$ cat config.mk
export PLATFORM = sky130hd
export DESIGN_NAME = if_stage
export DESIGN_NICKNAME = d
export VERILOG_FILES = /design/src/rtl/mips_pkg.sv /design/src/rtl/pc_reg.sv /design/src/rtl/if_stage.sv
export SDC_FILE = /design/constraint.sdc
export NUM_CORES = 1
export LEC_CHECK = 0
export CAP_MARGIN = 20
export CELL_PAD_IN_SITES_DETAIL_PLACEMENT = 0
export CELL_PAD_IN_SITES_GLOBAL_PLACEMENT = 1
export CORE_ASPECT_RATIO = 1.25
export CORE_MARGIN = 1
export CORE_UTILIZATION = 35
export CTS_CLUSTER_DIAMETER = 60
export DETAILED_ROUTE_END_ITERATION = 16
export GPL_TIMING_DRIVEN = 0
export PLACE_DENSITY = 0.87
export SYNTH_ARGS = -nofsm -noshare
export SYNTH_HDL_FRONTEND = slang
export SYNTH_SLANG_ARGS = --single-unit
export TNS_END_PERCENT = 5
$ cat constraint.sdc
create_clock -name clk -period 4.9 [get_ports clk]
set_input_delay 1.47 -clock clk [delete_from_list [all_inputs] [get_ports clk]]
set_output_delay 1.47 -clock clk [all_outputs]
set_load 0.01 [all_outputs]
$ cat src/rtl/mips_pkg.sv
// Shared MIPS pipeline constants and types.
package mips_pkg;

  localparam int WORD_W = 32;

  // Bubble encoding placed in pipeline registers on reset and flush.
  localparam logic [WORD_W-1:0] NOP_INSTR = 32'h8000_0000;

  // Default PC (word address) after reset.
  localparam logic [WORD_W-1:0] RESET_PC_DEF = 32'h0000_0000;

  // Instruction field slices used by decode.
  localparam int OP_MSB    = 31;
  localparam int OP_LSB    = 26;
  localparam int RS_MSB    = 25;
  localparam int RS_LSB    = 21;
  localparam int RT_MSB    = 20;
  localparam int RT_LSB    = 16;
  localparam int RD_MSB    = 15;
  localparam int RD_LSB    = 11;
  localparam int FUNCT_MSB = 5;
  localparam int FUNCT_LSB = 0;

  // Next-PC source; holding is done through the load enable.
  typedef enum logic {
    NPC_INC = 1'b0,
    NPC_TGT = 1'b1
  } npc_sel_e;

  // Opcode field of an instruction word.
  function automatic logic [OP_MSB-OP_LSB:0] opcode(input logic [WORD_W-1:0] instr);
    return instr[OP_MSB:OP_LSB];
  endfunction

endpackage

$ cat src/rtl/pc_reg.sv
// Program counter: word address, +1 increment, redirect target, hold via enable.
module pc_reg
  import mips_pkg::*;
#(
  parameter logic [WORD_W-1:0] RESET_PC = RESET_PC_DEF
) (
  input  logic              clk,
  input  logic              rst_n,
  input  logic              en,
  input  npc_sel_e          sel,
  input  logic [WORD_W-1:0] target,
  output logic [WORD_W-1:0] pc
);

  logic [WORD_W-1:0] pc_next;

  // Next-PC mux; increment wraps modulo 2^32.
  always_comb begin
    pc_next = pc + 32'd1;
    if (sel == NPC_TGT) pc_next = target;
  end

  // PC register, loads only when enabled.
  always_ff @(posedge clk or negedge rst_n) begin
    if (!rst_n)  pc <= RESET_PC;
    else if (en) pc <= pc_next;
  end

endmodule

$ cat src/rtl/if_stage.sv
// Instruction fetch: owns the PC, captures imem data into IF/ID,
// holds on stall, squashes the wrong-path fetch on redirect.
module if_stage #(
  parameter logic [31:0] RESET_PC  = mips_pkg::RESET_PC_DEF,
  parameter logic [31:0] NOP_INSTR = mips_pkg::NOP_INSTR,
  parameter int          CNT_W     = 32
) (
  input  logic             clk,
  input  logic             rst_n,
  input  logic             stall,
  input  logic             branch_taken,
  input  logic [31:0]      branch_target,
  output logic [31:0]      imem_addr,
  input  logic [31:0]      imem_data,
  output logic [31:0]      if_id_instr,
  output logic [31:0]      if_id_npc,
  output logic             if_id_valid,
  output logic [CNT_W-1:0] fetch_count
);
  import mips_pkg::*;

  logic [WORD_W-1:0] pc;
  logic              pc_en;
  npc_sel_e          pc_sel;

  // Redirect beats stall, so a stalled wrong-path fetch still gets squashed.
  always_comb begin
    pc_en  = branch_taken | ~stall;
    pc_sel = branch_taken ? NPC_TGT : NPC_INC;
  end

  pc_reg #(.RESET_PC(RESET_PC)) u_pc (
    .clk    (clk),
    .rst_n  (rst_n),
    .en     (pc_en),
    .sel    (pc_sel),
    .target (branch_target),
    .pc     (pc)
  );

  // Memory is combinational and word-indexed, so the PC drives it directly.
  assign imem_addr = pc;

  // IF/ID register and delivered-fetch counter.
  always_ff @(posedge clk or negedge rst_n) begin
    if (!rst_n) begin
      if_id_instr <= NOP_INSTR;
      if_id_npc   <= '0;
      if_id_valid <= 1'b0;
      fetch_count <= '0;
    end else if (branch_taken) begin
      if_id_instr <= NOP_INSTR;
      if_id_npc   <= '0;
      if_id_valid <= 1'b0;
    end else if (!stall) begin
      if_id_instr <= imem_data;
      if_id_npc   <= pc + 32'd1;
      if_id_valid <= 1'b1;
      fetch_count <= fetch_count + 1'b1;
    end
  end

endmodule

**Run 1: congestion heat map**

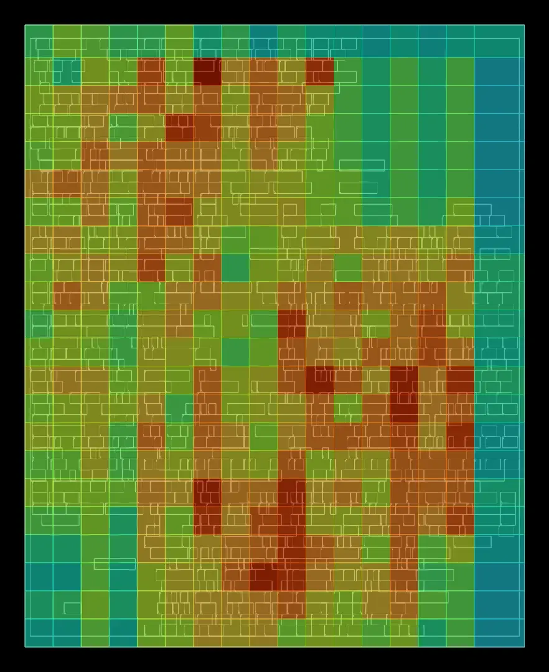
met2 usage: 0.3561
drt wl/cell: 18.06 um
Final Util: 0.5261
GRT Max-Usage Layer: met2
Total GRT Usage: 0.2196

**Run 1: placement density heat map**

The die is cut into 12 by 15 equal tiles; black is low, pale yellow is high, 0 to 100% covered.
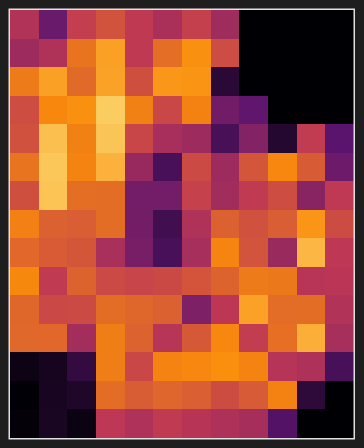
tiles over 75% full: 10%
fullest tile: 89%
emptiest ninth of the die: north-east
mean over tiles: 48%
nearly empty tiles: 11%
Floorplan Utilization: 0.3614
Core Box Area: 0.01763 mm2

**Run 1: port wiring**

Bar = 20 um.
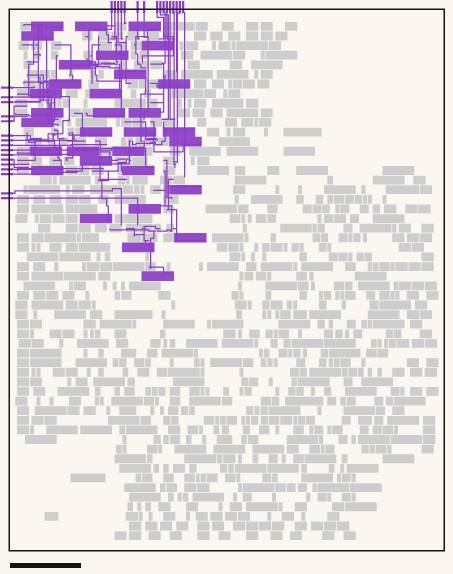
| port | colour | bits | direction | edge | end cells | buffers | wire |
|---|---|---|---|---|---|---|---|
| fetch_count | purple | 32 | output | 16 west, 16 north | 32 | 32 | 1560 um |
Ports: 197
Buffers on Ports: 195

==> summary.txt, run 1 <==
impl run done, here's what came out: status complete, no violations, most frequent cells in the layout 194 x clkdlybuf4s50_1, 128 x dfrtp_1, 77 x nor2_1, 52 x nand2_1, 46 x xnor2_1, Post-Synth Simple-Gate Area 0.2136, Ant. Diodes 0, Setup Skew 9.821 ps, # clock sinks 129, r2r startpoint u_pc.pc[7], CTS tree yes, DRT Pass-1 Iters 5, clk_lat worst skew 410 ps, final cell count without fillers 1097, Worst setup SP type input port, chip width 122.7 um, critical-path maximum fanout 10, Clock transition at path regs 60 ps, syn avg cell area 9.897 um2, total power 3.170 mW, initial DRC count 389, Setup CP Type input port to flop, initial antenna violation count 0, vias in the first global route 5890, CP max stage delay 890 ps, VDD IR max 246.9 uV, cells on worst reg2reg path 7, xor/xnor share of the synthesized area 0.07695, fmax 0.2624 GHz, register share after synthesis 0.5067, area grow syn2layout 45.56%, Synth mux share 0.05202, DP Cell Count 1064, routed wire length 19810 um, Largest logic family simple AND/OR/NAND/NOR gates, dpl ws 600.1 ps, cell taking the most area after synthesis dfrtp_1, CP endpoint kind flop, CTS buffer count 17, Hold EP fetch_count[31], Final Max-Slew Violation Tally 0, Required @ worst endpoint 5200 ps, power per cell area 341.6 mW/mm2, Commonest Layout Cell clkdlybuf4s50_1, flop-to-flop setup slack 2230 ps, share of cells above drive strength 1 0.06300, post-CTS sizing 0
run 1: Yosys cell counts, types with 2 or more instances:
master / number
dfrtp_1: 128
nor2_1: 77
nand2_1: 52
xnor2_1: 46
clkbuf_1: 35
mux2i_1: 32
nand4_1: 27
o21ai_0: 26
nand3_1: 22
or4_1: 17
inv_1: 12
nor4_1: 11
o31ai_1: 11
a211oi_1: 10
a311oi_1: 10
a31oi_1: 10
xor2_1: 10
a21oi_1: 9
nor3_1: 9
and3_1: 8
and4_1: 8
or3_1: 8
buf_2: 7
buf_1: 6
or2_2: 5
a2111oi_0: 4
a221oi_1: 4
and2_1: 4
o211ai_1: 4
a311o_1: 3
nor2b_1: 3
and4b_1: 2
ha_1: 2
nand4b_1: 2
nor4_2: 2
o21a_1: 2
o221a_2: 2
run 1: worst max-delay path, delay by kind of cell:
family / cells / cell delay [ps]
and+or+nand+nor: 3 / 1670
buffers and inverters: 2 / 780
xor gates and xnor gates: 1 / 180
run 1: worst max-delay path by stage:
stage	cells after the start	to	from
floorplan	6	fetch_count[22]	stall
global placement	1	if_id_instr[18]	rst_n
detailed placement	6	fetch_count[16]	branch_taken
CTS	6	fetch_count[30]	branch_taken
global route	6	fetch_count[30]	branch_taken
finish	6	fetch_count[30]	branch_taken
run 1: power by group:
part           internal, mW  total (mW)  leakage [nW]  switching, mW
Clock                 0.884        1.36         0.301          0.481
Combinational         0.291       0.552          1.78          0.261
Sequential             1.15        1.25          1.66          0.101
Total                  2.33        3.17          3.75          0.843
run 1: cells by family (layout without fill, tap and decap cells):
logic type | count (synthesis) | in the layout
compound gates | 100 | 100
xor+xnor | 56 | 56
fa+ha+maj | 2 | 2
buf+inv | 62 | 291
flops | 129 | 129
mux | 33 | 33
simple gates | 262 | 262
run 1: per-layer routing:
| layer | GRT usage | vias to the layer above | share of wire |
|---|---|---|---|
| met5 | 0 | - | 0 |
| met4 | 0.07724 | 0 | 0.026 |
| met3 | 0.07090 | 34 | 0.079 |
| met2 | 0.3561 | 230 | 0.48 |
| met1 | 0.2711 | 2850 | 0.42 |
| li1 | - | 2759 | - |
run 1: final cells by class:
cell class	count	area [um2]	area share
plain buffers	48	188.9	0.02036
clock buffers	21	460.4	0.04963
clock inverters	11	177.7	0.01915
inverters	14	52.55	0.005664
multi-input cells	453	2903	0.3129
flip-flops and latches	129	3229	0.3481
well taps	224	280.3	0.03021
repair buffers	197	1986	0.2140
**Run 1: cells coloured by class**

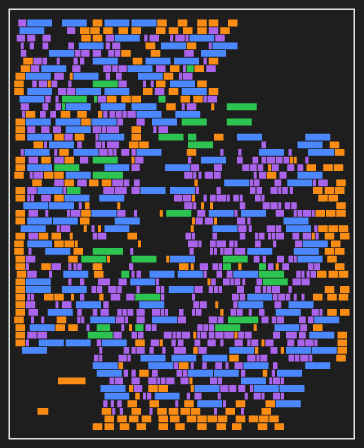

==> run 1 -> run 2 <==
--- a/config.mk
+++ b/config.mk
@@ -10,11 +10,11 @@
 export CELL_PAD_IN_SITES_GLOBAL_PLACEMENT = 1
 export CORE_ASPECT_RATIO = 1.25
 export CORE_MARGIN = 1
-export CORE_UTILIZATION = 35
+export CORE_UTILIZATION = 32
 export CTS_CLUSTER_DIAMETER = 60
 export DETAILED_ROUTE_END_ITERATION = 16
 export GPL_TIMING_DRIVEN = 0
-export PLACE_DENSITY = 0.87
+export PLACE_DENSITY = 0.84
 export SYNTH_ARGS = -nofsm -noshare
 export SYNTH_HDL_FRONTEND = slang
 export SYNTH_SLANG_ARGS = --single-unit
==> constraint.sdc (replaced) <==
create_clock -name clk -period 3.2 [get_ports clk]
set_input_delay 0.96 -clock clk [delete_from_list [all_inputs] [get_ports clk]]
set_output_delay 0.96 -clock clk [all_outputs]
set_load 0.01 [all_outputs]
**Run 2: cells coloured by class**

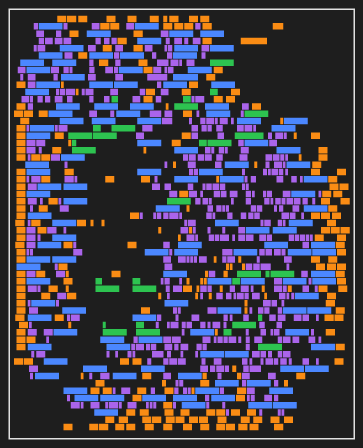
| class | colour | cells | share of their area |
|---|---|---|---|
| clock drivers and dummy loads | green | 32 | 6.3% |
| remaining buffers and delay cells | orange | 245 | 24% |
| registers | blue | 129 | 36% |
| remaining logic cells | purple | 467 | 33% |
Final Util: 0.4755
Core Box Area: 0.01947 mm2
Seq area share: 0.3488

**Run 2: placement density heat map**

The die is cut into 13 by 16 equal tiles; black is low, pale yellow is high, 0 to 100% covered.
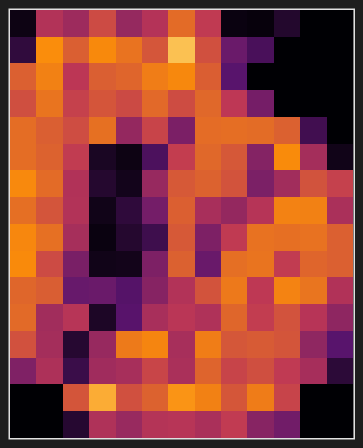
nearly empty tiles: 11%
tiles over 75% full: 1.9%
emptiest ninth of the die: north-east
mean over tiles: 44%
fullest tile: 87%
Floorplan Utilization: 0.3274

**Run 2: congestion heat map**

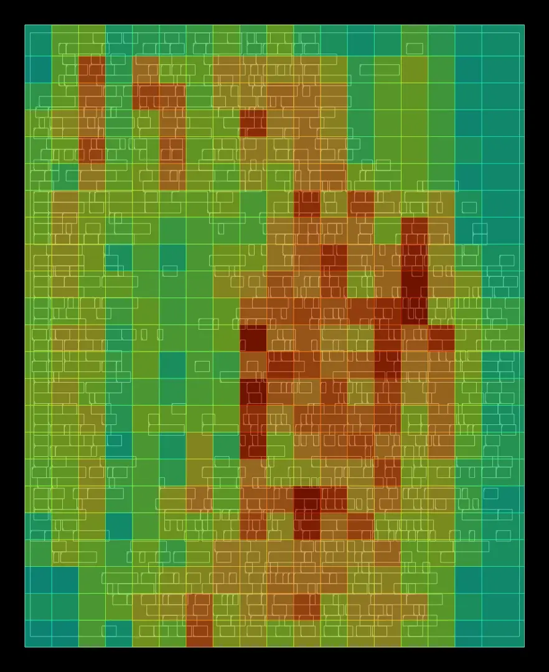
met2 usage: 0.3268
GR Layer Usage met3: 0.05762
Total GRT Usage: 0.2004
drt wl/cell: 17.36 um

==> summary.txt, run 2 <==
impl run done, here's what came out: most common cell in the netlist dfrtp_1, CTS tree yes, Commonest Layout Cell clkdlybuf4s50_1, clk_lat worst skew 420 ps, Ports 197, CP max stage delay 670 ps, CTS buffer count 17, synth warn 0, # clock sinks 129, Synth mux share 0.05202, cell taking the most area after synthesis dfrtp_1, flop-to-flop setup slack 560 ps, Worst setup startpoint branch_taken, Worst setup SP type input port, DP Cell Count 1105, Clock transition at path regs 60 ps, Buf+Inv Stages, Crit Path 2, Dominant flop cell dfrtp_1, initial DRC count 304, CP endpoint kind flop, routed wire length 19750 um, FF+latch area 0.003229 mm2, Ant. Diodes 0, power per cell area 496.7 mW/mm2, logic area 0.002912 mm2, Tmin final 3014 ps, vias in the first global route 5818, Setup CP Type input port to flop, register share after synthesis 0.5067, Largest logic family simple AND/OR/NAND/NOR gates, status complete, no violations, syn avg cell area 9.897 um2, die height 159.8 um, family with the most delay on the worst path simple AND/OR/NAND/NOR gates, r2r startpoint u_pc.pc[4], DRT Pass-1 Iters 5, Synth top cells by count 128 x dfrtp_1, 77 x nor2_1, 52 x nand2_1, 46 x xnor2_1, 35 x clkbuf_1, Buffers on Ports 195, fmax 0.3317 GHz, final cell count without fillers 1138, critical-path maximum fanout 10, xor/xnor share of the synthesized area 0.07695, area grow syn2layout 45.27%, most frequent cells in the layout 194 x clkdlybuf4s50_1, 128 x dfrtp_1, 77 x nor2_1, 52 x nand2_1, 46 x xnor2_1, share of cells above drive strength 1 0.06415, Required @ worst endpoint 3500 ps
-- run 2: cell types whose count changed in the layout (fill, tap and decap cells not counted), moves of 2 or more --
cell,change
clkinv_2,+3
inv_6,+2
bufinv_16,-3
clkbuf_8,-2
clkinv_4,+2
-- run 2: worst register-to-register path, stage by stage, from the launching register on --
cell       delay, ps
dfrtp_1          350
buf_2            180
nand4_1          150
clkbuf_1         240
nor4_1           560
clkbuf_1         480
a211oi_1         150
a2111oi_0        400
-- run 2: kinds of logic after synthesis --
group                      count (synthesis)
DFF                                      129
buffers and inverters                     62
muxes                                     33
adders and majority gates                  2
xor gates and xnor gates                  56
and+or+nand+nor                          262
AOI/OAI and AO/OA                        100
-- run 2: through the flow --
step             util  setup WS, ps  total power, mW
5_1_grt        0.4755         1.321            4.817
6_report       0.4755         185.6            4.598
3_5_place_dp   0.4461        -559.0            2.785
4_1_cts        0.4753         187.8            4.654
3_3_place_gp   0.4446         -4201            2.772
2_1_floorplan       -         441.6            2.270
-- run 2: timing repair --
| action | CTS | global route |
|---|---|---|
| endpoints found under the setup margin | 9 | 0 |
| setup buffers | 0 | 0 |
| gates resized | 1 | 0 |
-- run 2: worst paths after layout --
check | end | cells after the start
max in group asynchronous | if_id_npc[2] | 2
setup reg to reg | if_id_npc[29] | 7
hold / removal | fetch_count[31] | 1
min in group asynchronous | fetch_count[10] | 1
hold reg to reg | fetch_count[31] | 1
setup / recovery | fetch_count[16] | 6
-- run 2: area by class of cell --
| type | instances | area share |
|---|---|---|
| clock buffer | 18 | 0.04635 |
| clock inverter | 14 | 0.01405 |
| timing repair buffer | 197 | 0.2145 |
| multi-input combinational | 453 | 0.3145 |
| buffer | 48 | 0.02041 |
| inverter | 14 | 0.005676 |
| sequential | 129 | 0.3488 |
| tap | 265 | 0.03581 |
-- run 2: per-layer routing --
metal,wire [um],GRT usage,vias up
met5,0,0,-
met4,403,0.07059,0
met3,1466,0.05762,26
met2,9495,0.3268,202
met1,8387,0.2512,2821
li1,-,-,2773
-- run 2: power by group --
part | switching, mW | leakage (nW) | internal [mW]
sequential | 0.157 | 1.66 | 1.76
combinational | 0.382 | 1.80 | 0.446
clock | 0.772 | 0.271 | 1.08
**Run 2: port wiring**

Bar = 50 um.
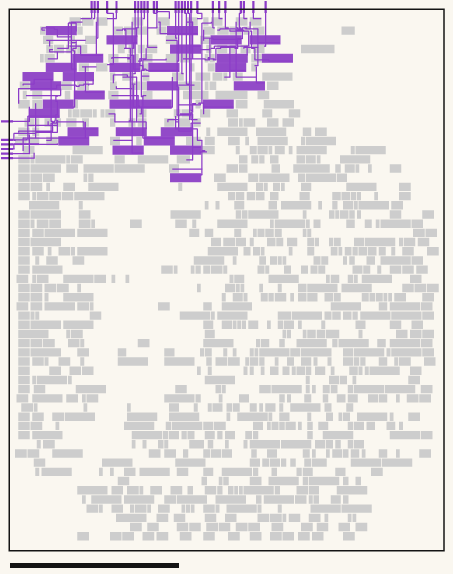

==> run 2 -> run 3 <==
--- a/config.mk
+++ b/config.mk
@@ -10,11 +10,11 @@
 export CELL_PAD_IN_SITES_GLOBAL_PLACEMENT = 1
 export CORE_ASPECT_RATIO = 1.25
 export CORE_MARGIN = 1
-export CORE_UTILIZATION = 32
+export CORE_UTILIZATION = 25
 export CTS_CLUSTER_DIAMETER = 60
 export DETAILED_ROUTE_END_ITERATION = 16
 export GPL_TIMING_DRIVEN = 0
-export PLACE_DENSITY = 0.84
+export PLACE_DENSITY = 0.67
 export SYNTH_ARGS = -nofsm -noshare
 export SYNTH_HDL_FRONTEND = slang
 export SYNTH_SLANG_ARGS = --single-unit
==> constraint.sdc (replaced) <==
create_clock -name clk -period 3 [get_ports clk]
set_input_delay 0.9 -clock clk [delete_from_list [all_inputs] [get_ports clk]]
set_output_delay 0.9 -clock clk [all_outputs]
set_load 0.01 [all_outputs]
**Run 3: port wiring**

Bar = 50 um.
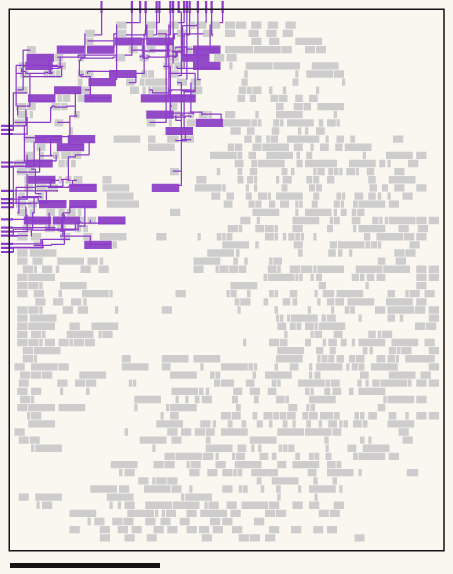

**Run 3: congestion heat map**

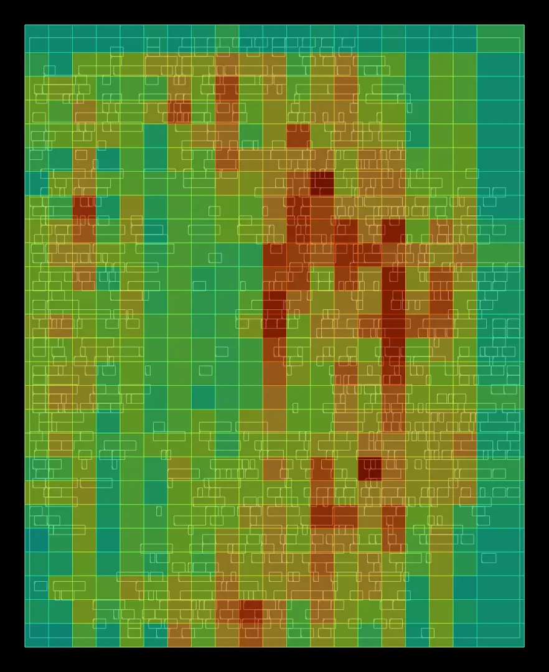
met1 usage: 0.2154
Final Util: 0.3800
Total GRT Usage: 0.1733
drt wl/cell: 18.04 um
met2 usage: 0.2912

**Run 3: cells coloured by class**

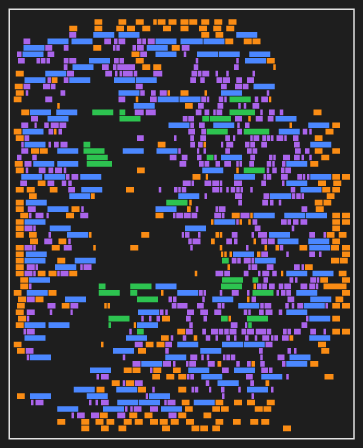
| class | colour | cells | share of their area |
|---|---|---|---|
| remaining buffers and delay cells | orange | 246 | 24% |
| registers | blue | 129 | 36% |
| remaining logic cells | purple | 467 | 33% |
| clock drivers and dummy loads | green | 32 | 6.8% |
Seq area share: 0.3434
Core Box Area: 0.02474 mm2

==> summary.txt, run 3 <==
impl run done, here's what came out: status complete, no violations, register share after synthesis 0.5067, Tmin final 2842 ps, initial DRC count 273, Ports 197, DRT Pass-1 Iters 4, Ant. Diodes 0, Worst setup SP type input port, GR Layer Usage met3 0.04677, DP Cell Count 1172, Commonest Layout Cell clkdlybuf4s50_1, routed wire length 21720 um, GRT Max-Usage Layer met2, initial antenna violation count 2, Clock transition at path regs 70 ps, most frequent cells in the layout 194 x clkdlybuf4s50_1, 128 x dfrtp_1, 77 x nor2_1, 52 x nand2_1, 46 x xnor2_1, Dominant flop cell dfrtp_1, clk_lat worst skew 420 ps, vias in the first global route 5933, total power 5.128 mW, VDD IR max 373.0 uV, fmax 0.3519 GHz, # clock sinks 129, synth warn 0, Synth top cells by count 128 x dfrtp_1, 77 x nor2_1, 52 x nand2_1, 46 x xnor2_1, 35 x clkbuf_1, final cell count without fillers 1204, chip width 144.8 um, syn avg cell area 9.897 um2, power per cell area 545.4 mW/mm2, Setup Skew 8.410 ps, area grow syn2layout 47.53%, DP Area 0.008780 mm2, Required @ worst endpoint 3310 ps, CTS buffer count 17, CP endpoint kind flop, Final Max-Slew Violation Tally 0, Buffers on Ports 195, die height 180.5 um
==> run 3: cell counts after synthesis <==
Identical to the previous run, type by type.
==> run 3: worst paths after layout <==
| path | from | end | slack, ps | depth (start not counted) |
|---|---|---|---|---|
| setup / recovery | branch_taken | fetch_count[31] | 160 | 5 |
| hold / removal | fetch_count[31] | fetch_count[31] | 470 | 1 |
| setup reg to reg | u_pc.pc[7] | if_id_npc[20] | 280 | 7 |
| hold reg to reg | fetch_count[31] | fetch_count[31] | 470 | 1 |
| max in group asynchronous | rst_n | if_id_instr[31] | 1690 | 2 |
| min in group asynchronous | rst_n | u_pc.pc[9] | 510 | 1 |
==> run 3: cell type report <==
type | count | area (um2) | share of cell area
Buffer | 48 | 193.9 | 0.02063
Clock buffer | 18 | 429.2 | 0.04564
Clock inverter | 14 | 180.2 | 0.01916
Inverter | 14 | 52.55 | 0.005589
Multi-Input combinational cell | 453 | 2912 | 0.3096
Sequential cell | 129 | 3229 | 0.3434
Tap cell | 330 | 412.9 | 0.04391
Timing Repair Buffer | 198 | 1993 | 0.2120
==> run 3: cells by family (layout without fill, tap and decap cells) <==
group | after synthesis | after routing | synth area share
xor+xnor | 56 | 56 | 0.07695
flops | 129 | 129 | 0.5067
simple gates | 262 | 262 | 0.2136
compound gates | 100 | 100 | 0.1089
buf+inv | 62 | 292 | 0.03789
fa+ha+maj | 2 | 2 | 0.003926
mux | 33 | 33 | 0.05202
==> run 3: routing by layer <==
layer	part of all wire	routed length, um
met1	0.43	9281
met2	0.50	10850
met3	0.060	1310
met4	0.011	248
met5	0.0012	26
==> run 3: through the flow <==
stage / hold WS (ps) / TNS, ps / setup slack, ps / util
detailed placement: 471.4 / -29270 / -530.0 / 0.3548
floorplan: 507.4 / 0 / 301.6 / -
CTS: 480.4 / 0 / 43.70 / 0.3796
finish: 470.9 / 0 / 158.3 / 0.3800
global placement: 464.3 / -630050 / -4659 / 0.3532
global route: 511.7 / 0 / 20.08 / 0.3800
==> run 3: worst max-delay path: stages <==
cell and delay (ps):
clkdlybuf4s50_1 590, nand4bb_1 350, nor4_2 860, nand4_1 250, xnor2_1 180
==> run 3: power breakdown <==
| group | leakage (nW) | total, mW | internal, mW | switching [mW] |
|---|---|---|---|---|
| sequential | 1.66 | 2.05 | 1.88 | 0.173 |
| clock | 0.292 | 2.19 | 1.32 | 0.863 |
| combinational | 1.81 | 0.890 | 0.477 | 0.414 |
| total | 3.77 | 5.13 | 3.68 | 1.45 |
==> run 3: timing repair <==
item,CTS,global route
resized,2,4
hold buffers,0,0
endpoints found under the setup margin,6,19
Power and IR drop assume default switching activity.
